`config.mk`:
```
export PLATFORM = sky130hd
export DESIGN_NAME = serial_hba_bridge
export DESIGN_NICKNAME = d
export VERILOG_FILES = /design/src/rtl/hba_pkg.sv /design/src/rtl/hba_master_ctl.sv /design/src/rtl/serial_hba_bridge.sv
export SDC_FILE = /design/constraint.sdc
export NUM_CORES = 1
export LEC_CHECK = 0
export CORE_ASPECT_RATIO = 0.75
export CORE_MARGIN = 2
export CORE_UTILIZATION = 30
export DETAILED_ROUTE_END_ITERATION = 7
export GPL_ROUTABILITY_DRIVEN = 0
export PLACE_DENSITY = 0.5
export SYNTH_ARGS = -nofsm -noshare
export SYNTH_HDL_FRONTEND = slang
export SYNTH_SLANG_ARGS = --single-unit
```
`constraint.sdc`:
```
create_clock -name hba_clk -period 3.4 [get_ports hba_clk]
set_input_delay 0.34 -clock hba_clk [delete_from_list [all_inputs] [get_ports hba_clk]]
set_output_delay 0.34 -clock hba_clk [all_outputs]
set_load 0.01 [all_outputs]
```
`src/rtl/hba_pkg.sv`:
```
// Shared types and constants for the serial-to-HBA bridge: FSM states,
// the command byte layout and the reply/fill byte values.
package hba_pkg;

  typedef enum logic [3:0] {
    ST_IDLE,
    ST_GET_REG,
    ST_ECHO_CMD,
    ST_ECHO_REG,
    ST_GET_DATA,
    ST_BUS_REQ,
    ST_BUS_XFER,
    ST_SEND_DATA,
    ST_SEND_ACK
  } state_e;

  typedef enum logic [1:0] {
    M_IDLE,
    M_REQ,
    M_XFER
  } mstate_e;

  // Command byte: [7] rnw, [6:4] burst length minus one, [3:0] core.
  typedef struct packed {
    logic       rnw;
    logic [2:0] len;
    logic [3:0] core;
  } cmd_t;

  localparam logic [7:0] ACK_BYTE  = 8'hAC;
  localparam logic [7:0] NACK_BYTE = 8'h56;
  localparam logic [7:0] RD_FILL   = 8'hFF;

endpackage

```
`src/rtl/hba_master_ctl.sv`:
```
// HBA master handshake: request, wait for grant, drive one transfer, wait for ack or timeout.
// done pulses the cycle after ack/timeout; no timeout while waiting for grant.
module hba_master_ctl import hba_pkg::*; #(
  parameter int DBUS_WIDTH   = 8,
  parameter int ADDR_WIDTH   = 12,
  parameter int XFER_TIMEOUT = 255
) (
  input  logic                  clk,
  input  logic                  rst,
  input  logic                  start,
  input  logic                  rnw,
  input  logic [ADDR_WIDTH-1:0] addr,
  input  logic [DBUS_WIDTH-1:0] wdata,
  input  logic                  hba_mgrant,
  input  logic                  hba_xferack,
  input  logic [DBUS_WIDTH-1:0] hba_dbus,
  output logic                  master_request,
  output logic [ADDR_WIDTH-1:0] master_abus,
  output logic                  master_rnw,
  output logic                  master_select,
  output logic [DBUS_WIDTH-1:0] master_dbus,
  output logic                  done,
  output logic                  timeout,
  output logic [DBUS_WIDTH-1:0] rdata
);

  localparam int            CW    = $clog2(XFER_TIMEOUT + 1);
  localparam logic [CW-1:0] LIMIT = CW'(XFER_TIMEOUT);

  mstate_e               mst_q, mst_d;
  logic                  req_q, req_d;
  logic                  sel_q, sel_d;
  logic                  rnw_q, rnw_d;
  logic                  done_q, done_d;
  logic                  to_q, to_d;
  logic [ADDR_WIDTH-1:0] abus_q, abus_d;
  logic [DBUS_WIDTH-1:0] dbus_q, dbus_d;
  logic [DBUS_WIDTH-1:0] rdata_q, rdata_d;
  logic [CW-1:0]         cnt_q, cnt_d;

  always_comb begin
    mst_d   = mst_q;
    req_d   = req_q;
    sel_d   = sel_q;
    rnw_d   = rnw_q;
    abus_d  = abus_q;
    dbus_d  = dbus_q;
    cnt_d   = cnt_q;
    to_d    = to_q;
    rdata_d = rdata_q;
    done_d  = 1'b0;
    case (mst_q)
      M_IDLE: begin
        if (start) begin
          req_d = 1'b1;
          mst_d = M_REQ;
        end
      end
      M_REQ: begin
        if (hba_mgrant) begin
          sel_d  = 1'b1;
          rnw_d  = rnw;
          abus_d = addr;
          dbus_d = rnw ? '0 : wdata;
          cnt_d  = CW'(1);
          mst_d  = M_XFER;
        end
      end
      M_XFER: begin
        // cnt_q is the 1-based index of the current select cycle; an ack on the
        // last allowed cycle still counts as success.
        if (hba_xferack || cnt_q == LIMIT) begin
          req_d   = 1'b0;
          sel_d   = 1'b0;
          rnw_d   = 1'b0;
          abus_d  = '0;
          dbus_d  = '0;
          cnt_d   = '0;
          done_d  = 1'b1;
          to_d    = !hba_xferack;
          rdata_d = hba_xferack ? hba_dbus : DBUS_WIDTH'(RD_FILL);
          mst_d   = M_IDLE;
        end else begin
          cnt_d = cnt_q + CW'(1);
        end
      end
      default: mst_d = M_IDLE;
    endcase
  end

  always_ff @(posedge clk) begin
    if (rst) begin
      mst_q   <= M_IDLE;
      req_q   <= 1'b0;
      sel_q   <= 1'b0;
      rnw_q   <= 1'b0;
      abus_q  <= '0;
      dbus_q  <= '0;
      cnt_q   <= '0;
      done_q  <= 1'b0;
      to_q    <= 1'b0;
      rdata_q <= '0;
    end else begin
      mst_q   <= mst_d;
      req_q   <= req_d;
      sel_q   <= sel_d;
      rnw_q   <= rnw_d;
      abus_q  <= abus_d;
      dbus_q  <= dbus_d;
      cnt_q   <= cnt_d;
      done_q  <= done_d;
      to_q    <= to_d;
      rdata_q <= rdata_d;
    end
  end

  assign master_request = req_q;
  assign master_select  = sel_q;
  assign master_rnw     = rnw_q;
  assign master_abus    = abus_q;
  assign master_dbus    = dbus_q;
  assign done           = done_q;
  assign timeout        = to_q;
  assign rdata          = rdata_q;

endmodule

```
`src/rtl/serial_hba_bridge.sv`:
```
// UART byte stream to HBA master bridge: cmd/reg parse, 1-8 byte bursts, serial replies.
// Pops only on rx_valid with a gap cycle after each pop; sends only when tx_busy is low.
module serial_hba_bridge import hba_pkg::*; #(
  parameter int DBUS_WIDTH        = 8,
  parameter int PERIPH_ADDR_WIDTH = 4,
  parameter int REG_ADDR_WIDTH    = 8,
  parameter int ADDR_WIDTH        = PERIPH_ADDR_WIDTH + REG_ADDR_WIDTH,
  parameter int AUTO_INC          = 1,
  parameter int XFER_TIMEOUT      = 255,
  parameter int RX_TIMEOUT        = 1_000_000,
  parameter int NUM_INTR          = 16
) (
  input  logic                  hba_clk,
  input  logic                  hba_reset,
  input  logic [7:0]            rx_data,
  input  logic                  rx_valid,
  output logic                  rx_rd,
  output logic [7:0]            tx_data,
  output logic                  tx_wr,
  input  logic                  tx_busy,
  input  logic                  hba_mgrant,
  input  logic                  hba_xferack,
  input  logic [DBUS_WIDTH-1:0] hba_dbus,
  output logic                  master_request,
  output logic [ADDR_WIDTH-1:0] master_abus,
  output logic                  master_rnw,
  output logic                  master_select,
  output logic [DBUS_WIDTH-1:0] master_dbus,
  input  logic [NUM_INTR-1:0]   periph_intr,
  output logic                  intr
);

  localparam int             RXW      = $clog2(RX_TIMEOUT + 1);
  localparam logic [RXW-1:0] RX_LIMIT = RXW'(RX_TIMEOUT - 1);

  state_e                    state_q, state_d;
  cmd_t                      cmd_q, cmd_d;
  logic [REG_ADDR_WIDTH-1:0] reg_q, reg_d;
  logic [2:0]                rem_q, rem_d;
  logic [DBUS_WIDTH-1:0]     wdata_q, wdata_d;
  logic                      err_q, err_d;
  logic [RXW-1:0]            rx_cnt_q, rx_cnt_d;
  logic                      pop_gap_q, pop_gap_d;
  logic                      tx_gap_q, tx_gap_d;
  logic                      intr_q, intr_d;

  logic                      pop, send, start, rx_expire, rx_wait;
  logic [7:0]                tx_byte;
  logic                      ctl_done, ctl_timeout;
  logic [DBUS_WIDTH-1:0]     ctl_rdata;

  always_comb begin
    state_d   = state_q;
    cmd_d     = cmd_q;
    reg_d     = reg_q;
    rem_d     = rem_q;
    wdata_d   = wdata_q;
    err_d     = err_q;
    rx_cnt_d  = '0;
    start     = 1'b0;
    tx_byte   = 8'h00;
    intr_d    = |periph_intr;

    pop  = (state_q inside {ST_IDLE, ST_GET_REG, ST_GET_DATA}) && rx_valid &&
           !pop_gap_q && !hba_reset;
    send = (state_q inside {ST_ECHO_CMD, ST_ECHO_REG, ST_SEND_DATA, ST_SEND_ACK}) &&
           !tx_busy && !tx_gap_q && !hba_reset;
    pop_gap_d = pop;
    tx_gap_d  = send;

    // Inter-byte watchdog only runs while a command is partially received.
    rx_wait   = state_q inside {ST_GET_REG, ST_GET_DATA};
    rx_expire = rx_wait && !pop && (rx_cnt_q == RX_LIMIT);
    if (rx_wait && !pop) rx_cnt_d = rx_cnt_q + RXW'(1);

    case (state_q)
      ST_IDLE: begin
        if (pop) begin
          cmd_d   = cmd_t'(rx_data);
          state_d = ST_GET_REG;
        end
      end
      ST_GET_REG: begin
        if (pop) begin
          reg_d   = rx_data[REG_ADDR_WIDTH-1:0];
          rem_d   = cmd_q.len;
          state_d = cmd_q.rnw ? ST_ECHO_CMD : ST_GET_DATA;
        end else if (rx_expire) begin
          state_d = ST_IDLE;
        end
      end
      ST_ECHO_CMD: begin
        tx_byte = cmd_q;
        if (send) state_d = ST_ECHO_REG;
      end
      ST_ECHO_REG: begin
        tx_byte = 8'(reg_q);
        if (send) state_d = ST_BUS_REQ;
      end
      ST_GET_DATA: begin
        if (pop) begin
          wdata_d = DBUS_WIDTH'(rx_data);
          state_d = ST_BUS_REQ;
        end else if (rx_expire) begin
          state_d = ST_IDLE;
        end
      end
      ST_BUS_REQ: begin
        start = 1'b1;
        if (master_select) state_d = ST_BUS_XFER;
      end
      ST_BUS_XFER: begin
        if (ctl_done) begin
          if (AUTO_INC != 0) reg_d = reg_q + REG_ADDR_WIDTH'(1);
          if (!cmd_q.rnw && ctl_timeout) err_d = 1'b1;
          if (cmd_q.rnw) begin
            state_d = ST_SEND_DATA;
          end else if (rem_q == 3'd0) begin
            state_d = ST_SEND_ACK;
          end else begin
            rem_d   = rem_q - 3'd1;
            state_d = ST_GET_DATA;
          end
        end
      end
      ST_SEND_DATA: begin
        tx_byte = ctl_rdata[7:0];
        if (send) begin
          if (rem_q == 3'd0) begin
            state_d = ST_IDLE;
          end else begin
            rem_d   = rem_q - 3'd1;
            state_d = ST_BUS_REQ;
          end
        end
      end
      ST_SEND_ACK: begin
        tx_byte = err_q ? NACK_BYTE : ACK_BYTE;
        if (send) state_d = ST_IDLE;
      end
      default: state_d = ST_IDLE;
    endcase

    if (state_d == ST_IDLE) err_d = 1'b0;
  end

  always_ff @(posedge hba_clk) begin
    if (hba_reset) begin
      state_q   <= ST_IDLE;
      cmd_q     <= '0;
      reg_q     <= '0;
      rem_q     <= '0;
      wdata_q   <= '0;
      err_q     <= 1'b0;
      rx_cnt_q  <= '0;
      pop_gap_q <= 1'b0;
      tx_gap_q  <= 1'b0;
      intr_q    <= 1'b0;
    end else begin
      state_q   <= state_d;
      cmd_q     <= cmd_d;
      reg_q     <= reg_d;
      rem_q     <= rem_d;
      wdata_q   <= wdata_d;
      err_q     <= err_d;
      rx_cnt_q  <= rx_cnt_d;
      pop_gap_q <= pop_gap_d;
      tx_gap_q  <= tx_gap_d;
      intr_q    <= intr_d;
    end
  end

  hba_master_ctl #(
    .DBUS_WIDTH   (DBUS_WIDTH),
    .ADDR_WIDTH   (ADDR_WIDTH),
    .XFER_TIMEOUT (XFER_TIMEOUT)
  ) u_master_ctl (
    .clk            (hba_clk),
    .rst            (hba_reset),
    .start          (start),
    .rnw            (cmd_q.rnw),
    .addr           ({cmd_q.core[PERIPH_ADDR_WIDTH-1:0], reg_q}),
    .wdata          (wdata_q),
    .hba_mgrant     (hba_mgrant),
    .hba_xferack    (hba_xferack),
    .hba_dbus       (hba_dbus),
    .master_request (master_request),
    .master_abus    (master_abus),
    .master_rnw     (master_rnw),
    .master_select  (master_select),
    .master_dbus    (master_dbus),
    .done           (ctl_done),
    .timeout        (ctl_timeout),
    .rdata          (ctl_rdata)
  );

  assign rx_rd   = pop;
  assign tx_wr   = send;
  assign tx_data = send ? tx_byte : 8'h00;
  assign intr    = intr_q;

endmodule

```
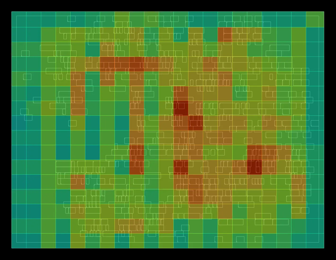
Figure 1: run 1, track usage over the die.
mean routed wirelength per cell: 16.29 um
most used routing layer: met2

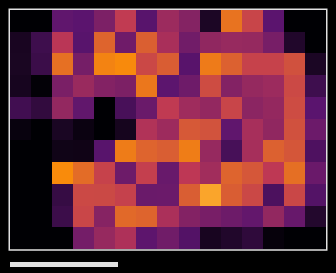
Figure 2: run 1, local utilization.
Scale bar: 50 um. 15 x 11 tiles, from black (low) to pale yellow (high), 0 to 100% covered.
emptiest ninth of the die	middle left
tiles over 75% full	0.60%
nearly empty tiles	14%

==> notes.md, run 1 <==
The implementation run finished. In this run, power in combinational logic comes to 0.000143 W. The run finished with clean final reports. The largest part of the power goes to sequential cells. In the final layout, excluding clock buffers the buffer count is 75. The tree is rooted in a sky130_fd_sc_hd__clkbuf_16. The layout contains a multi-input combinational cell count of 386.

Per the detail_route log, met2 wirelength is 5416 um. Total of max-cap violations landed at 0. Detailed-routed wire length on met3 landed at 772 um. Number of cells in the finished layout apart from fillers landed at 792.

Area added between synthesis and finish landed at 24.98%. Share of total power in combinational logic landed at 6.2%. Number of OpenROAD warnings landed at 27. In the floorplan report the effective utilization is 30.36%. The clock network takes up 4.805% of total cell area after layout. Clock latency on the worst-skew pair landed at 0.35 ns. Accumulated negative setup slack landed at 0 ns. Arrival time of the worst setup path landed at 2.68 ns. After layout, the minimum clock period comes to 3.018 ns. Deepest level of the CTS H-tree landed at 3. In the power breakdown, the internal column shows 0.001748 W. Row generation in the floorplan step produced 39 rows. Summing the areas of all compound-gate instances in the mapped netlist gives 19.50% of the synthesized area.

Final worst-path cycle share landed at 88.75%. Using the TritonRoute via totals, the vias-per-cell ratio works out to 5.102. Number of distinct standard cells referenced by the synthesized netlist landed at 71. The script extracted a total leakage power of 1.962 nW. The critical path is of the reg2out type.

Worst-case clock buffer depth landed at 2. DRC violation count after routing landed at 0. Basic-gate share of the synthesized area counting and, or, nand and nor cells landed at 25.56%. In this build the clock could be raised as far as 331.4 MHz.

After legalization and detailed placement, the total HPWL measured 9208 um. Per the synth stats, the flop cell with the highest instance count is sky130_fd_sc_hd__dfxtp_1. In the final layout, excluding clock inverters the inverter count is 12. Met3 track demand over resource landed at 4.568%.

Setup repair after global routing left no endpoint under its margin. Of the combinational cells, the family taking the most area is simple AND/OR/NAND/NOR gates. Setup violations remaining at the end of the flow were counted as 0. The area taken by sequential standard cells is reported as 1962 um2. Count of instances resized after the clock tree is built landed at 0. The power report shows net switching accounting for 24.01% of the total. Share of final-layout standard cells stronger than drive strength 1 landed at 7.155%. Final standard cell area without fillers landed at 5703 um2. Summing internal, switching and leakage power gives 0.002300 W. Summing over every cut layer, the via total after detailed routing is 4041.

Net count after synthesis landed at 567. Highest net fanout along the worst path landed at 22. Number of placed instances, taps included landed at 776. Required time of the critical path landed at 3.06 ns. According to the hold report, the worst path is of the in2reg type.
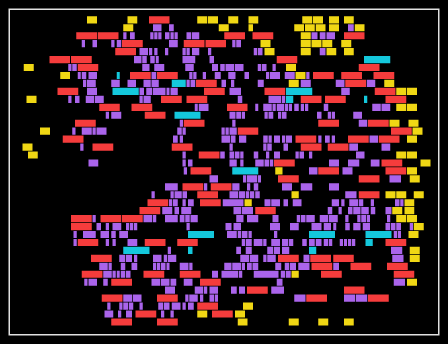
Figure 3: run 1, placed cells, one colour a class.
class	colour	cells	share of their area
sequential cells	red	98	36%
clock drivers and dummy loads	cyan	16	5.0%
remaining logic cells	purple	398	45%
remaining buffers and delay cells	yellow	75	14%

[run 1: registers in the layout, indices dropped and copies added, names as in the netlist, 2 cells and up]
signal and count:
rx_cnt_q 20, u_master_ctl.master_abus 12, cmd_q 8, reg_q 8, u_master_ctl.cnt_q 8, u_master_ctl.master_dbus 8, u_master_ctl.rdata 8, wdata_q 8
state_q 4, rem_q 3, u_master_ctl.mst_q 2
[run 1: worst paths after layout]
path	from	endpoint	slack, ns	depth (start not counted)
setup / recovery	state_q[0]	tx_data[4]	0.38	6
hold / removal	hba_reset	state_q[0]	0.31	2
setup reg to reg	state_q[0]	err_q	0.98	5
hold reg to reg	rx_cnt_q[0]	rx_cnt_q[0]	0.45	1
==> inputs of run 2 (changes only) <==
--- a/config.mk
+++ b/config.mk
@@ -5,6 +5,7 @@
 export SDC_FILE = /design/constraint.sdc
 export NUM_CORES = 1
 export LEC_CHECK = 0
+export ABC_AREA = 1
 export CORE_ASPECT_RATIO = 0.75
 export CORE_MARGIN = 2
 export CORE_UTILIZATION = 30
==> constraint.sdc (replaced) <==
create_clock -name hba_clk -period 3.4 [get_ports hba_clk]
set_input_delay 0.51 -clock hba_clk [delete_from_list [all_inputs] [get_ports hba_clk]]
set_output_delay 0.51 -clock hba_clk [all_outputs]
set_load 0.01 [all_outputs]
==> notes.md, run 2 <==
The implementation run finished. Setup repair after global routing left no endpoint under its margin. Deepest level of the CTS H-tree landed at 3 (unchanged). The via density per instance came to 4.803 (-5.9%). According to the timing report, the critical path is launched from hba_reset. Net count after synthesis landed at 689 (+22%).

The count of vias placed by the detailed router came to 4433 (+9.7%). In this run the critical register-to-register path is captured at u_master_ctl.master_abus[9]. The detailed-routed wire length on met3 was 987 um (+28%). According to the report, the first pass of detailed routing completed in 4 iterations.

Internal power summed over all cells landed at 0.001857 W (+6.2%). The number of setup violations in the final report came to 0 (unchanged). The total of max-cap violations is 0 (unchanged). The leakage power summed over all cells was 2.136 nW (+8.9%). Power density over cell area landed at 425.5 nW/um2. The final critical delay including setup and external delays is 2.998 ns (-0.01979 ns). Number of OpenROAD warnings landed at 27 (unchanged). Final worst-path cycle share landed at 88.17% (-0.58 points). The clock latency on the worst-skew pair was 0.36 ns (about the same). Average routed wire per standard cell landed at 14.50 um (-11%).

The required time of the critical path came to 2.89 ns (-0.17 ns). The worst setup path is launched from an input pin. According to the hold report, the worst path is of the reg2reg type. Post-route antenna net violation count landed at 0.

The global routing stage identified its most utilized layer as met1. The path with the worst hold slack has its endpoint at wdata_q[5]. Post-synthesis cell area landed at 4639 um2.

Final antenna diode count landed at 0. Share of total power in combinational logic landed at 8.5% (+2.3 points). Looking at the gate-level netlist, the highest instance count belongs to sky130_fd_sc_hd__nand2_1. The flow ran to the end, and the final reports show no timing, DRC or antenna violations. Combinational gate power landed at 0.000211 W (+48%).

The hold path depth is 2 (unchanged). Top achievable clock speed landed at 333.6 MHz (+0.66%). The number of placed instances, taps included is 907 (+17%).

Looking at the group totals, the largest power group turns out to be sequential cells. The overall power after layout was 0.002480 W (+7.8%). The switching power share of the total is 25.13% (+1.1 points). The routed length on met2 came to 5250 um (-3.1%). The path length in cells of the critical path was 7 (+1). Count of instances resized after the clock tree is built landed at 0 (unchanged). The placement row count was 39 (unchanged). The effective utilization at floorplan was 30.57% (+0.21 points). Power attributed to sequential cells landed at 0.00120 W. Number of flip-flops in the largest register landed at 20 (unchanged).

Count of cells along the worst register-to-register path landed at 12 (+7). Per the cell usage report, the commonest logic cells after layout are sky130_fd_sc_hd__nand2_1, sky130_fd_sc_hd__dfxtp_1, sky130_fd_sc_hd__clkdlybuf4s50_1, sky130_fd_sc_hd__nor2_1, sky130_fd_sc_hd__inv_1. The worst-case clock buffer depth is 2 (unchanged). For reference, the critical path is captured by tx_data[1]. Endpoints failing hold in the final report were tallied at 0. The critical path in this run is classified as in2out. The DRC violation count after routing was 0 (unchanged). Among all flip-flop cells after synthesis, the most frequent one is sky130_fd_sc_hd__dfxtp_1. Setup slack of the most critical reg-to-reg path landed at 1.48 ns (+0.50 ns).

Detailed placer's ending HPWL landed at 10000 um (+8.6%). Accumulated negative setup slack landed at 0 ns (unchanged). Met3 track demand over resource landed at 5.164% (+0.60 points). Sequential cell area landed at 1962 um2 (unchanged).

For the worst reg-to-reg path, the startpoint reported by OpenROAD is u_master_ctl.cnt_q[0]. The register with the most flip-flops in the final layout is rx_cnt_q. The number of cells in the finished layout apart from fillers is 923 (+17%). The highest net fanout along the worst path came to 11 (-50%).

Clock tree synthesis selected as its root buffer the cell sky130_fd_sc_hd__clkbuf_16. The final standard cell area without fillers came to 5828 um2 (+2.2%). Arrival time of the worst setup path landed at 2.49 ns (-0.19 ns). Share of final-layout standard cells stronger than drive strength 1 landed at 7.103% (-0.052 points). Number of distinct standard cells referenced by the synthesized netlist landed at 42 (-41%). For the worst min-delay path, the startpoint reported by OpenROAD is wdata_q[5]. Compared with the post-synthesis result, the final layout area differs by 25.62%. At the pin with the least slew margin, the transition time is 0.5345 ns.
## run 2: cell types whose count changed after synthesis, sizes merged, moves of 8 or more
cell and delta:
a22o -13, clkbuf -12, a21oi +20, nor2 +10, nand4 +9, and4 -8
o21ai +41, inv +62, o221a -8, nand3 +19, mux2i -12, nand2 +89
## run 2: cell type report
cell class / instances / area share [%]
clock inverter: 6 / 1.181
clock buffer: 10 / 4.100
sequential: 98 / 33.66
inverter: 76 / 4.938
tap: 205 / 4.401
timing repair buffer: 75 / 12.71
multi-input combinational: 453 / 39.01
## run 2: kinds of logic (layout without fill, tap and decap cells)
family	Yosys count	in the layout	share of synthesized area, %
xor+xnor	8	8	1.510
simple gates	298	298	28.67
fa+ha+maj	5	5	1.348
compound gates	142	142	17.48
flops	98	98	42.29
buf+inv	95	167	8.711
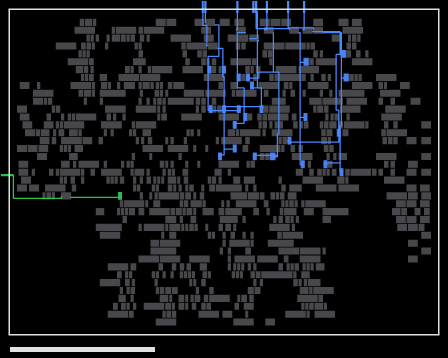
Figure 4: run 2, I/O nets highlighted.
Scale bar: 50 um.
port	colour	direction	end cells	buffers	wire
`tx_busy`	green	input	1	1	43.7 um
`rx_data`	blue	input	24	8	508 um

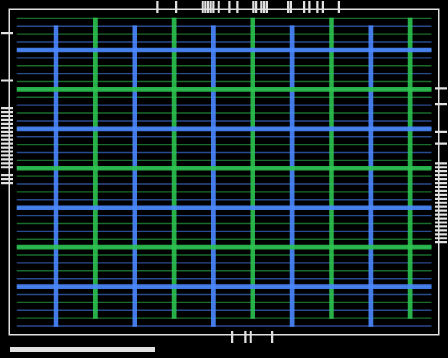
Figure 5: run 2, supply network.
Scale bar: 50 um. Pins as bars on the die edge.
net	colour
VSS	blue
VDD	green
met4 straps	10
met5 straps	7
met1 rails	40

Power figures rest on the tool's default switching activity, not on a simulated workload.
